run_1/pdn.png
Drawn at 6 px/um. Pins as bars on the die edge.
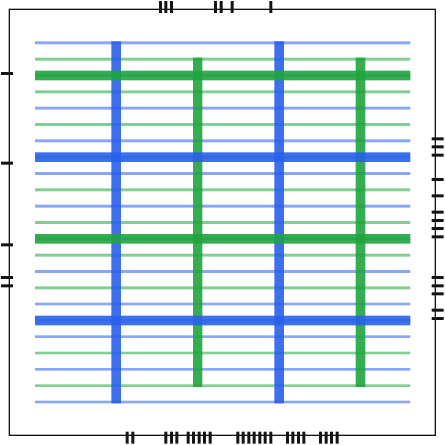
run_1/drive_strength.png
Drawn at 4 px/um.
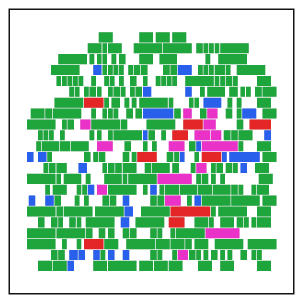
run_1/wire_density.png
Drawn at 6 px/um. 14 x 14 tiles, from dark purple (low) to yellow (high), scaled to the fullest tile. Values are wire area over tile area, all layers added.
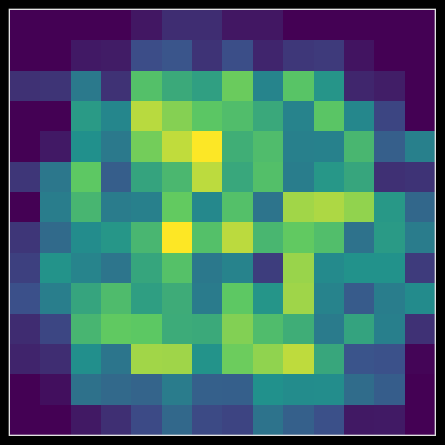
`config.mk`:
```
export PLATFORM = sky130hd
export DESIGN_NAME = alu_sweep_ctrl
export DESIGN_NICKNAME = d
export VERILOG_FILES = /design/src/rtl/alu_sweep_ctrl.sv
export SDC_FILE = /design/constraint.sdc
export NUM_CORES = 1
export LEC_CHECK = 0
export ABC_AREA = 1
export CORE_MARGIN = 4
export CORE_UTILIZATION = 47
export DETAILED_ROUTE_END_ITERATION = 10
export GPL_TIMING_DRIVEN = 0
export PLACE_DENSITY = 0.76
export RECOVER_POWER = 25
export SETUP_SLACK_MARGIN = 0.5
export SLEW_MARGIN = 20
export SYNTH_ARGS = -nofsm -noshare
export SYNTH_HDL_FRONTEND = slang
export SYNTH_SLANG_ARGS = --single-unit
export TNS_END_PERCENT = 1
```
`constraint.sdc`:
```
create_clock -name clk -period 1.7 [get_ports clk]
set_input_delay 0.255 -clock clk [delete_from_list [all_inputs] [get_ports clk]]
set_output_delay 0.255 -clock clk [all_outputs]
set_load 0.01 [all_outputs]
```
`src/rtl/alu_sweep_ctrl.sv`:
```
// Sweeps every (op, A, B) vector of a 3-bit signed ALU, captures each result
// into a valid/ready record stream and counts records and divide-by-zero hits.
module alu_sweep_ctrl #(
   parameter int unsigned OP_FIRST = 0,
   parameter int unsigned OP_LAST  = 3
) (
   input  logic       clk,
   input  logic       rst,
   input  logic       start,
   input  logic       out_ready,
   output logic [2:0] alu_a,
   output logic [2:0] alu_b,
   output logic [1:0] alu_s,
   input  logic [4:0] alu_r,
   input  logic       alu_sf,
   input  logic       alu_zf,
   input  logic       alu_dzf,
   output logic       out_valid,
   output logic [2:0] out_a,
   output logic [2:0] out_b,
   output logic [1:0] out_s,
   output logic [4:0] out_r,
   output logic [2:0] out_flags,
   output logic       busy,
   output logic       done,
   output logic [7:0] vec_count,
   output logic [3:0] dz_count
);

   localparam int unsigned SW = 2;
   localparam int unsigned DW = 3;
   localparam int unsigned RW = 5;
   localparam int unsigned FW = 3;
   localparam int unsigned CW = 8;
   localparam int unsigned ZW = 4;

   localparam logic [SW-1:0] S_FIRST = SW'(OP_FIRST);
   localparam logic [SW-1:0] S_LAST  = SW'(OP_LAST);
   localparam logic [DW-1:0] V_MIN   = 3'b101;
   localparam logic [DW-1:0] V_MAX   = 3'b011;
   localparam logic [ZW-1:0] DZ_MAX  = '1;

   typedef enum logic [1:0] {ST_IDLE, ST_DRIVE, ST_HOLD, ST_DONE} state_e;

   state_e state_q, state_d;

   logic [SW-1:0] s_q, s_d;
   logic [DW-1:0] a_q, a_d, b_q, b_d;
   logic          out_valid_q, out_valid_d;
   logic [DW-1:0] out_a_q, out_a_d, out_b_q, out_b_d;
   logic [SW-1:0] out_s_q, out_s_d;
   logic [RW-1:0] out_r_q, out_r_d;
   logic [FW-1:0] out_flags_q, out_flags_d;
   logic [CW-1:0] vec_q, vec_d;
   logic [ZW-1:0] dz_q, dz_d;

   logic load, capture, hs, last_vec;

   assign load     = ((state_q == ST_IDLE) || (state_q == ST_DONE)) && start;
   assign capture  = (state_q == ST_DRIVE);
   assign hs       = (state_q == ST_HOLD) && out_valid_q && out_ready;
   assign last_vec = (s_q == S_LAST) && (a_q == V_MAX) && (b_q == V_MAX);

   // State register
   always_ff @(posedge clk) begin
      if (rst) state_q <= ST_IDLE;
      else     state_q <= state_d;
   end

   // Next-state logic
   always_comb begin
      state_d = state_q;
      case (state_q)
         ST_IDLE, ST_DONE: if (start) state_d = ST_DRIVE;
         ST_DRIVE:         state_d = ST_HOLD;
         ST_HOLD:          if (hs) state_d = last_vec ? ST_DONE : ST_DRIVE;
         default:          state_d = ST_IDLE;
      endcase
   end

   // Output decode
   always_comb begin
      busy  = 1'b0;
      done  = 1'b0;
      alu_a = '0;
      alu_b = '0;
      alu_s = '0;
      case (state_q)
         ST_DRIVE, ST_HOLD: begin
            busy  = 1'b1;
            alu_a = a_q;
            alu_b = b_q;
            alu_s = s_q;
         end
         ST_DONE: done = 1'b1;
         default: ;
      endcase
   end

   // Vector stepping, record capture and counters; B wraps into A, A into S
   always_comb begin
      s_d         = s_q;
      a_d         = a_q;
      b_d         = b_q;
      out_valid_d = out_valid_q;
      out_a_d     = out_a_q;
      out_b_d     = out_b_q;
      out_s_d     = out_s_q;
      out_r_d     = out_r_q;
      out_flags_d = out_flags_q;
      vec_d       = vec_q;
      dz_d        = dz_q;
      if (load) begin
         s_d   = S_FIRST;
         a_d   = V_MIN;
         b_d   = V_MIN;
         vec_d = '0;
         dz_d  = '0;
      end
      if (capture) begin
         out_valid_d = 1'b1;
         out_a_d     = a_q;
         out_b_d     = b_q;
         out_s_d     = s_q;
         out_r_d     = alu_r;
         out_flags_d = {alu_sf, alu_zf, alu_dzf};
      end
      if (hs) begin
         out_valid_d = 1'b0;
         vec_d       = vec_q + CW'(1);
         if (out_flags_q[0] && (dz_q != DZ_MAX)) dz_d = dz_q + ZW'(1);
         if (b_q == V_MAX) begin
            b_d = V_MIN;
            if (a_q == V_MAX) begin
               a_d = V_MIN;
               s_d = s_q + SW'(1);
            end else begin
               a_d = a_q + DW'(1);
            end
         end else begin
            b_d = b_q + DW'(1);
         end
      end
   end

   always_ff @(posedge clk) begin
      if (rst) begin
         s_q         <= '0;
         a_q         <= '0;
         b_q         <= '0;
         out_valid_q <= 1'b0;
         out_a_q     <= '0;
         out_b_q     <= '0;
         out_s_q     <= '0;
         out_r_q     <= '0;
         out_flags_q <= '0;
         vec_q       <= '0;
         dz_q        <= '0;
      end else begin
         s_q         <= s_d;
         a_q         <= a_d;
         b_q         <= b_d;
         out_valid_q <= out_valid_d;
         out_a_q     <= out_a_d;
         out_b_q     <= out_b_d;
         out_s_q     <= out_s_d;
         out_r_q     <= out_r_d;
         out_flags_q <= out_flags_d;
         vec_q       <= vec_d;
         dz_q        <= dz_d;
      end
   end

   assign out_valid = out_valid_q;
   assign out_a     = out_a_q;
   assign out_b     = out_b_q;
   assign out_s     = out_s_q;
   assign out_r     = out_r_q;
   assign out_flags = out_flags_q;
   assign vec_count = vec_q;
   assign dz_count  = dz_q;

endmodule

```
==> impl_metrics.yaml, run 1 <==
# flow metrics
route:
  met2WireLength_um: 2249
  routed_via_count_divided_by_cell_count: 4.903
  post-route-drc-count: 0
  wl_met1_um: 2219
  ant_nets: 0
min_path:
  cells_on_worst_hold_path: 2
  timing.hold.worst_endpoint: "state_q[1]"
cells_and_area:
  postLayoutCoreUtil_pct: 68.78
  ff_latch_area_um2: 790.8
synth:
  ys_cells: 260
  synth.area.top_cells: "sky130_fd_sc_hd__dfxtp_1 (42%), sky130_fd_sc_hd__nand2_1 (11%), sky130_fd_sc_hd__nor2_1 (9.5%), sky130_fd_sc_hd__a21oi_1 (7.0%), sky130_fd_sc_hd__ha_1 (6.8%)"
  synth_largest_type_area_fraction_pct: 42.16
  yosys_most_used_dff: "sky130_fd_sc_hd__dfxtp_1"
  synth.largest_area_cell: "sky130_fd_sc_hd__dfxtp_1"
  synth_seq_share_pct: 42.16
  postSynthAreaPerCell_um2: 7.122
  most_common_cell: "sky130_fd_sc_hd__nand2_1"
final_timing:
  worst_slew_pin_slew_ns: 0.4091
  fin_worst_hold_slack_ns: 0.2277
  worst_clock_skew_ns: 0.009906
floorplanning:
  i_o_pin_count: 51
  die_w_um: 70.77
critical_path:
  worstSetupPathType: "register to primary output"
  setup.worst_path.start: "state_q[0]"
  critPathRequiredTime_ns: 1.44
  worstReg2RegEnd: "out_r[4]"
  crit_path_top_delay_cell: "sky130_fd_sc_hd__dfxtp_4"
power:
  intPower_mw: 1.605
  power.switching_uw: 724.9
  power.sequential.fraction_pct: 45.5
grt:
  grt_util_all_layers_pct: 20.08
  global_route.overflow_total: 0
  use_met2_pct: 32.85
  wire_length_of_the_first_global_routing_pass_um: 8093
flow_run:
  max_cap_viols: 0
outcome:
  result_of_the_run: "completed"
placed_design:
  post-place-cells: 357
  hpwl_after_detailed_placement_um: 3439
clocking:
  cts_inserted_buffers: 5
Back to the opening pictures, pdn.png:
legend:
  VSS:
    color: blue
  VDD:
    color: green
signal pins: 51
met1 rails: 23
met5 straps: 4
rows: 22
met4 straps: 4

Back to the opening pictures, drive_strength.png:
legend:
  drive 3 to 4:
    color: magenta
    cells: 15
    most_used: buf_4
  drive 6 and up:
    color: red
    cells: 9
    most_used: clkbuf_8
  drive 2:
    color: blue
    cells: 31
    most_used: buf_2
  drive 1 or less:
    color: green
    cells: 267
    most_used: nand2_1

Back to the opening pictures, wire_density.png:
mean over tiles: 0.15
tiles over half the peak: 37%
densest ninth of the die: middle
nearly empty tiles: 13%

run 1: registers in the layout (all words and copies together), names as in the netlist:
register and flops:
out_a 3, state_q 2, s_q 2, vec_count 8, out_r 5, out_flags 3
dz_count 4, b_q 3, out_valid 1, a_q 3, out_s 2, out_b 3
run 1: per-stage QoR:
step,TNS [ns],cell area [um^2],worst slack [ns]
4_1_cts,0,2557,0.1364
5_1_grt,0,2575,0.06171
6_report,0,2575,0.1312
2_1_floorplan,0,1871,0.4708
3_5_place_dp,-0.5004,2421,-0.08040
3_3_place_gp,-0.4264,2421,-0.06356
run 1: area by class of cell:
type,instances,area share (%)
clock inverters,2,0.4859
plain buffers,9,2.430
inverters,26,4.033
flip-flops and latches,39,30.71
multi-input cells,186,37.61
repair buffers,54,19.58
clock buffers,6,2.818
well taps,48,2.332
run 1: critical path: cells and delay by family (launching register included):
| family | cells | cell delay (ns) |
|---|---|---|
| fa+ha+maj | 1 | 0.30 |
| buf+inv | 3 | 0.31 |
| flops | 1 | 0.36 |
| simple gates | 1 | 0.04 |
run 1: logic make-up (layout without fill, tap and decap cells):
family,count (synthesis),count (layout),share of synthesized area (%)
AND/OR/NAND/NOR,124,124,28.78
AND-OR/OR-AND,52,52,14.19
buffers and inverters,35,97,8.107
flip-flops,39,39,42.16
adder cells (fa/ha/maj),10,10,6.757
run 1: power groups by stage:
| stage | Combinational (mW) | Sequential, mW | Clock [mW] |
|---|---|---|---|
| after floorplan | 0.257 | 1.10 | 0 |
| after global placement | 0.545 | 1.08 | 0 |
| after detailed placement | 0.552 | 1.08 | 0 |
| after CTS | 0.647 | 1.06 | 0.623 |
| after global routing | 0.713 | 1.07 | 0.671 |
| final | 0.657 | 1.06 | 0.613 |
==> run 1 -> run 2 <==
--- a/config.mk
+++ b/config.mk
@@ -13,7 +13,6 @@
 export PLACE_DENSITY = 0.76
 export RECOVER_POWER = 25
 export SETUP_SLACK_MARGIN = 0.5
-export SLEW_MARGIN = 20
 export SYNTH_ARGS = -nofsm -noshare
 export SYNTH_HDL_FRONTEND = slang
 export SYNTH_SLANG_ARGS = --single-unit
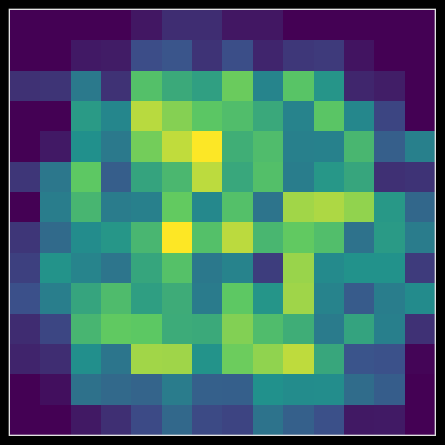
run_2/wire_density.png
Drawn at 6 px/um. 14 x 14 tiles, from dark purple (low) to yellow (high), scaled to the fullest tile. Values are wire area over tile area, all layers added.
nearly empty tiles: 13%
tiles over half the peak: 37%
mean over tiles: 0.15

==> impl_metrics.yaml, run 2 <==
# flow metrics
outcome:
  result_of_the_run: "completed"
floorplanning:
  die_w_um: 70.77
  initial_core_util_pct: 49.47
  placement_row_count: 22
  i_o_pin_count: 51
flow_run:
  max_cap_viols: 0
  stage_log_warnings: 31
synth:
  yosys_area_mm2: 0.001852
  synthesis.area_mm2: 0.001852
  most_common_cell: "sky130_fd_sc_hd__nand2_1"
  post_synth_num_cell_types: 25
  ys_cells: 260
  synth_seq_share_pct: 42.16
  ys_seq_elements: 39
  postSynthAreaPerCell_um2: 7.122
  synth.area.top_cells: "sky130_fd_sc_hd__dfxtp_1 (42%), sky130_fd_sc_hd__nand2_1 (11%), sky130_fd_sc_hd__nor2_1 (9.5%), sky130_fd_sc_hd__a21oi_1 (7.0%), sky130_fd_sc_hd__ha_1 (6.8%)"
  yosys_most_used_dff: "sky130_fd_sc_hd__dfxtp_1"
  fraction_of_registers_with_async_set_reset_pct: 0
  nets_at_floorplan: 282
  enable_flop_cells: 0
  synth_largest_type_area_fraction_pct: 42.16
  synth.largest_area_cell: "sky130_fd_sc_hd__dfxtp_1"
grt:
  grt_pass1_vias: 1751
  wire_length_of_the_first_global_routing_pass_um: 8093
  grt_util_all_layers_pct: 20.08
  grt_start_max_net_pins: 13
  global_route.overflow_total: 0
  initial_antenna_violation_count: 0
final_timing:
  hold_violations: 0
  report.final.setup_viol: 0
  min_period_over_period_pct: 92.28
  final-max-slew-violation-count: 0
  fin_worst_hold_slack_ns: 0.2277
  fin_crit_ns: 1.569
  setup-tns-final_ns: 0
  final.setup.worst_slack_ns: 0.1312
  worst_clock_skew_ns: 0.009906
  timing.fmax_mhz: 637.4
  worst_slew_pin_slew_ns: 0.4091
min_path:
  timing.hold.worst_endpoint: "state_q[1]"
  cells_on_worst_hold_path: 2
cells_and_area:
  postLayoutCoreUtil_pct: 68.78
  layout.cell_area.non_filler_mm2: 0.002575
  drive_gt1_share_pct: 17.08
  diodes: 0
  num-nets-final: 343
  areaGrowthSynthToFinish_pct: 39.05
  largest_register_ff_count: 8
  lay_top_count: "sky130_fd_sc_hd__nand2_1"
  nFillCells: 333
critical_path:
  critPathRequiredTime_ns: 1.44
  rrSetupSlack_ns: 0.16
  timing.critical_path.slowest_cell_delay_ns: 0.36
  worstSetupPathType: "register to primary output"
  critical_path.cell_chain: "inv_2 > ha_4 > buf_8 > nor2_1 > buf_2"
  crit_path_top_delay_cell: "sky130_fd_sc_hd__dfxtp_4"
  worst-r2r-cell-count: 6
  timing.critical_path.arrival_ns: 1.31
  end_kind: "primary output"
  worstReg2RegEnd: "out_r[4]"
placed_design:
  port_buffers: 49
  globalplace.congestion: 0.7716
  placedInstanceArea_mm2: 0.002421
  post-place-ws_ns: -0.08040
  hpwl_after_detailed_placement_um: 3439
  post-place-cells: 357
route:
  drt-wirelength-per-cell_um: 12.96
  post-route-drc-count: 0
  ant_nets: 0
  routed_via_count_divided_by_cell_count: 4.903
  totalWireLength_um: 4797
clocking:
  worstSkewPairLatency_ns: 0.30
  cts_tree: "built"
  clk_path_buf_depth: 2
  cts_inserted_buffers: 5
  clock_transition_at_path_regs_ns: 0.08
  clock_tree.htree_level_count: 2
  clock_net_sink_count: 39
  cts-hold-fix-buffers: 0
  clock_tree.root_cell: "sky130_fd_sc_hd__clkbuf_8"
power:
  total_power_mw: 2.330
  power.ir.vdd_worst_mv: 0.8704
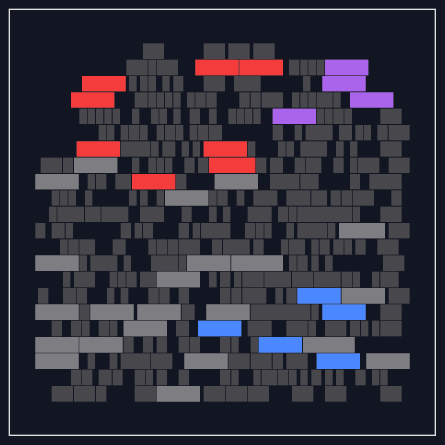
run_2/registers.png
Drawn at 6 px/um. Other sequential cells in the stronger gray, the rest of the logic in the fainter gray.
legend:
  vec_count:
    color: red
    sequential_cells: 8
  dz_count:
    color: purple
    sequential_cells: 4
    where: top right
  out_r:
    color: blue
    sequential_cells: 5
    where: bottom right
not colored: 22

-- run 2: how the worst max path moves through the flow --
stage | slack (ns) | endpoint | start
after floorplan | 0.47 | out_a[0] | state_q[1]
after global placement | -0.06 | alu_b[1] | state_q[1]
after detailed placement | -0.08 | alu_b[1] | state_q[1]
after CTS | 0.14 | alu_s[1] | state_q[0]
after global routing | 0.06 | out_r[4] | state_q[0]
final | 0.13 | alu_s[0] | state_q[0]
-- run 2: power breakdown --
group          internal [mW]  total [mW]  switching [mW]
registers               1.00        1.06          0.0567
clock network          0.287       0.613           0.326
logic                  0.315       0.657           0.342
-- run 2: layout make-up --
type                       instances  area (um^2)  share of cell area [%]
multi-input combinational        186        968.4                   37.61
sequential                        39        790.8                   30.71
timing repair buffer              54        504.2                   19.58
inverter                          26        103.9                   4.033
clock buffer                       6        72.57                   2.818
buffer                             9        62.56                   2.430
tap                               48        60.06                   2.332
clock inverter                     2        12.51                  0.4859
-- run 2: per-layer routing --
| metal | track usage (%) | wire [um] |
|---|---|---|
| met5 | 0 | 0 |
| met4 | 6.263 | 79 |
| met3 | 5.966 | 249 |
| met2 | 32.85 | 2249 |
| met1 | 25.46 | 2219 |
-- run 2: what timing repair did --
| action | 4_1_cts | 5_1_grt |
|---|---|---|
| cloned | 1 | 0 |
| setup buffers | 4 | 0 |
| endpoints found under the setup margin | 78 | 78 |
| pin swaps | 8 | 1 |
| resized | 52 | 10 |
-- run 2: cell families after synthesis --
logic type | Yosys count | synth area share, %
flops | 39 | 42.16
simple gates | 124 | 28.78
fa+ha+maj | 10 | 6.757
compound gates | 52 | 14.19
buf+inv | 35 | 8.107
-- run 2: worst max-delay path: cells and delay by family (launching register included) --
kind | cells | cell delay, ns
fa+ha+maj | 1 | 0.30
buf+inv | 3 | 0.31
flops | 1 | 0.36
simple gates | 1 | 0.04
run_2/pdn.png
Drawn at 6 px/um. Pins as bars on the die edge.
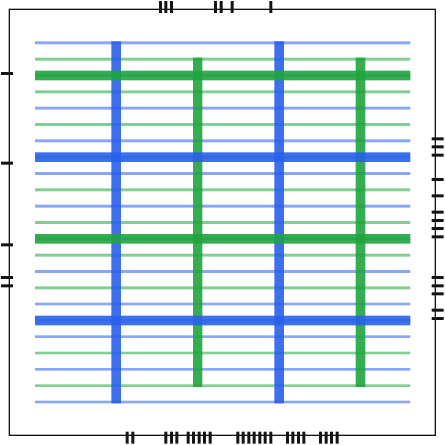

==> run 2 -> run 3 <==
--- a/config.mk
+++ b/config.mk
@@ -7,12 +7,11 @@
 export LEC_CHECK = 0
 export ABC_AREA = 1
 export CORE_MARGIN = 4
-export CORE_UTILIZATION = 47
+export CORE_UTILIZATION = 29
 export DETAILED_ROUTE_END_ITERATION = 10
 export GPL_TIMING_DRIVEN = 0
-export PLACE_DENSITY = 0.76
+export PLACE_DENSITY = 0.51
 export RECOVER_POWER = 25
-export SETUP_SLACK_MARGIN = 0.5
 export SYNTH_ARGS = -nofsm -noshare
 export SYNTH_HDL_FRONTEND = slang
 export SYNTH_SLANG_ARGS = --single-unit
==> constraint.sdc (replaced) <==
create_clock -name clk -period 1.46 [get_ports clk]
set_input_delay 0.219 -clock clk [delete_from_list [all_inputs] [get_ports clk]]
set_output_delay 0.219 -clock clk [all_outputs]
set_load 0.01 [all_outputs]
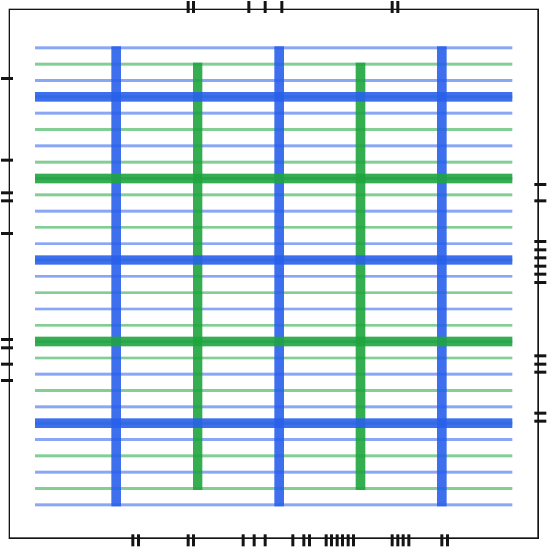
run_3/pdn.png
Drawn at 6 px/um. Pins as bars on the die edge.
legend:
  VDD:
    color: green
  VSS:
    color: blue
rows: 28
met5 straps: 5
met1 rails: 29
met4 straps: 5

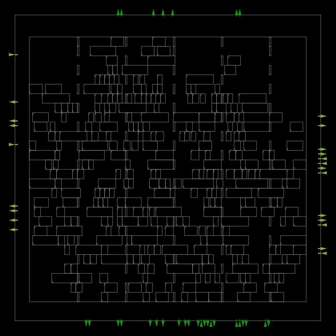
run_3/final_placement.png
fill cell total of the finished layout: 656
Seq/total area: 31.10%
placement row count: 28
placeable core region: 0.006061 mm^2
final core utilization: 42.22%

==> impl_metrics.yaml, run 3 <==
# flow metrics
power:
  total_power_mw: 2.635
  power.ir.vdd_worst_mv: 0.4562
  swShare_pct: 30.71
cells_and_area:
  largest_register_ff_count: 8
  areaGrowthSynthToFinish_pct: 38.18
  layout.cell_area.non_filler_mm2: 0.002559
  num-nets-final: 339
  diodes: 0
critical_path:
  critPathRequiredTime_ns: 1.24
  timing.critical_path.slowest_cell_delay_ns: 0.37
  timing.critical_path.arrival_ns: 1.29
  critical_path_buffers_and_inverters: 2
  end_kind: "primary output"
  crit_path_top_delay_cell: "sky130_fd_sc_hd__dfxtp_4"
  critical_path.cell_chain: "ha_4 > buf_12 > nor2_2 > buf_2"
  critical_path.top_delay_family: "flip-flops"
  worstSetupPathType: "register to primary output"
synth:
  fraction_of_registers_with_async_set_reset_pct: 0
  simple_gate_share_pct: 28.78
  most_common_cell: "sky130_fd_sc_hd__nand2_1"
  synthesis.area_mm2: 0.001852
  synth.area.top_cells: "sky130_fd_sc_hd__dfxtp_1 (42%), sky130_fd_sc_hd__nand2_1 (11%), sky130_fd_sc_hd__nor2_1 (9.5%), sky130_fd_sc_hd__a21oi_1 (7.0%), sky130_fd_sc_hd__ha_1 (6.8%)"
  ys_seq_elements: 39
  synth_largest_type_area_fraction_pct: 42.16
  ys_cells: 260
  synth.largest_area_cell: "sky130_fd_sc_hd__dfxtp_1"
  synthAoiAreaFrac_pct: 14.19
  synth_xor_xnor_area_share_pct: 0
  postSynthAreaPerCell_um2: 7.122
  nets_at_floorplan: 282
  post_synth_num_cell_types: 25
  muxShareOfSynthArea_pct: 0
final_timing:
  fin_crit_ns: 1.509
  hold_violations: 0
  report.final.setup_viol: 7
  min_period_over_period_pct: 103.3
  final-max-slew-violation-count: 0
  fin_worst_hold_slack_ns: 0.2072
  final.setup.worst_slack_ns: -0.04880
  worst_clock_skew_ns: 0.008164
  worst_slew_pin_slew_ns: 0.2936
placed_design:
  hpwl_after_detailed_placement_um: 3550
  port_buffers: 49
  placedInstanceArea_mm2: 0.002436
  globalplace.congestion: 0.7441
  post-place-ws_ns: -0.4122
clocking:
  cts_tree: "built"
  cts-hold-fix-buffers: 0
  clk_path_buf_depth: 2
  worstSkewPairLatency_ns: 0.29
  cts_inserted_buffers: 5
  clock_net_sink_count: 39
  clock_tree.htree_level_count: 2
  clock_transition_at_path_regs_ns: 0.08
  clock_tree.root_cell: "sky130_fd_sc_hd__clkbuf_8"
grt:
  grt_util_all_layers_pct: 13.20
  grt_start_max_net_pins: 12
  initial_antenna_violation_count: 0
  global_route.overflow_total: 0
  grt_pass1_vias: 1709
flow_run:
  max_cap_viols: 0
route:
  post-route-drc-count: 0
  totalWireLength_um: 4854
outcome:
  violations: "negative setup slack"
  result_of_the_run: "finished with violations"
floorplanning:
  die_w_um: 87.91
  initial_core_util_pct: 30.55
==> run 3: cell count changes in the layout (fill, tap and decap cells not counted), sizes merged <==
cell and delta:
clkdlybuf4s25 +7, clkinvlp -2, clkinv +1, dlygate4sd3 -6, dlygate4sd2 +1, buf -3, clkdlybuf4s15 +1, clkdlybuf4s50 -5
dlymetal6s2s +2
==> run 3: final cells by class <==
class	instances	area [um^2]
clock inverter	1	5.005
sequential	39	795.8
tap	75	93.84
clock buffer	7	76.32
buffer	9	68.82
fill	656	3502
timing repair buffer	50	461.7
inverter	26	101.3
multi-input combinational	186	955.9
==> run 3: power by group through the flow <==
stage               Clock [mW]  Sequential (mW)  Combinational (mW)
floorplan                    0             1.28               0.280
global placement             0             1.25               0.626
detailed placement           0             1.25               0.629
CTS                      0.753             1.23               0.658
global route             0.784             1.24               0.767
finish                   0.720             1.23               0.685
==> run 3: cell families (layout without fill, tap and decap cells) <==
| family | after synthesis | count (layout) |
|---|---|---|
| DFF | 39 | 39 |
| adders and majority gates | 10 | 10 |
| and+or+nand+nor | 124 | 124 |
| buffers and inverters | 35 | 93 |
| AOI/OAI and AO/OA | 52 | 52 |
==> run 3: per-layer routing <==
layer	track usage (%)	share of wire, %	vias up
met4	4.184	0.60	0
li1	-	-	952
met2	22.12	48	35
met3	2.728	4.9	2
met5	0	0	-
met1	16.97	46	835
==> run 3: final timing paths <==
path	startpoint	to	slack (ns)	depth (start not counted)
worst max-delay path	state_q[1]	alu_s[1]	-0.05	4
worst min-delay path	rst	vec_count[1]	0.21	2
worst max register to register	state_q[0]	out_flags[2]	0.05	6
worst min register to register	a_q[2]	a_q[2]	0.49	2
==> run 3: timing repair <==
action                     CTS  global route
setup endpoints to repair   39            43
gates resized               55            30
pin swaps                    0             3
setup buffers                1             0
Power figures rest on the tool's default switching activity, not on a simulated workload.
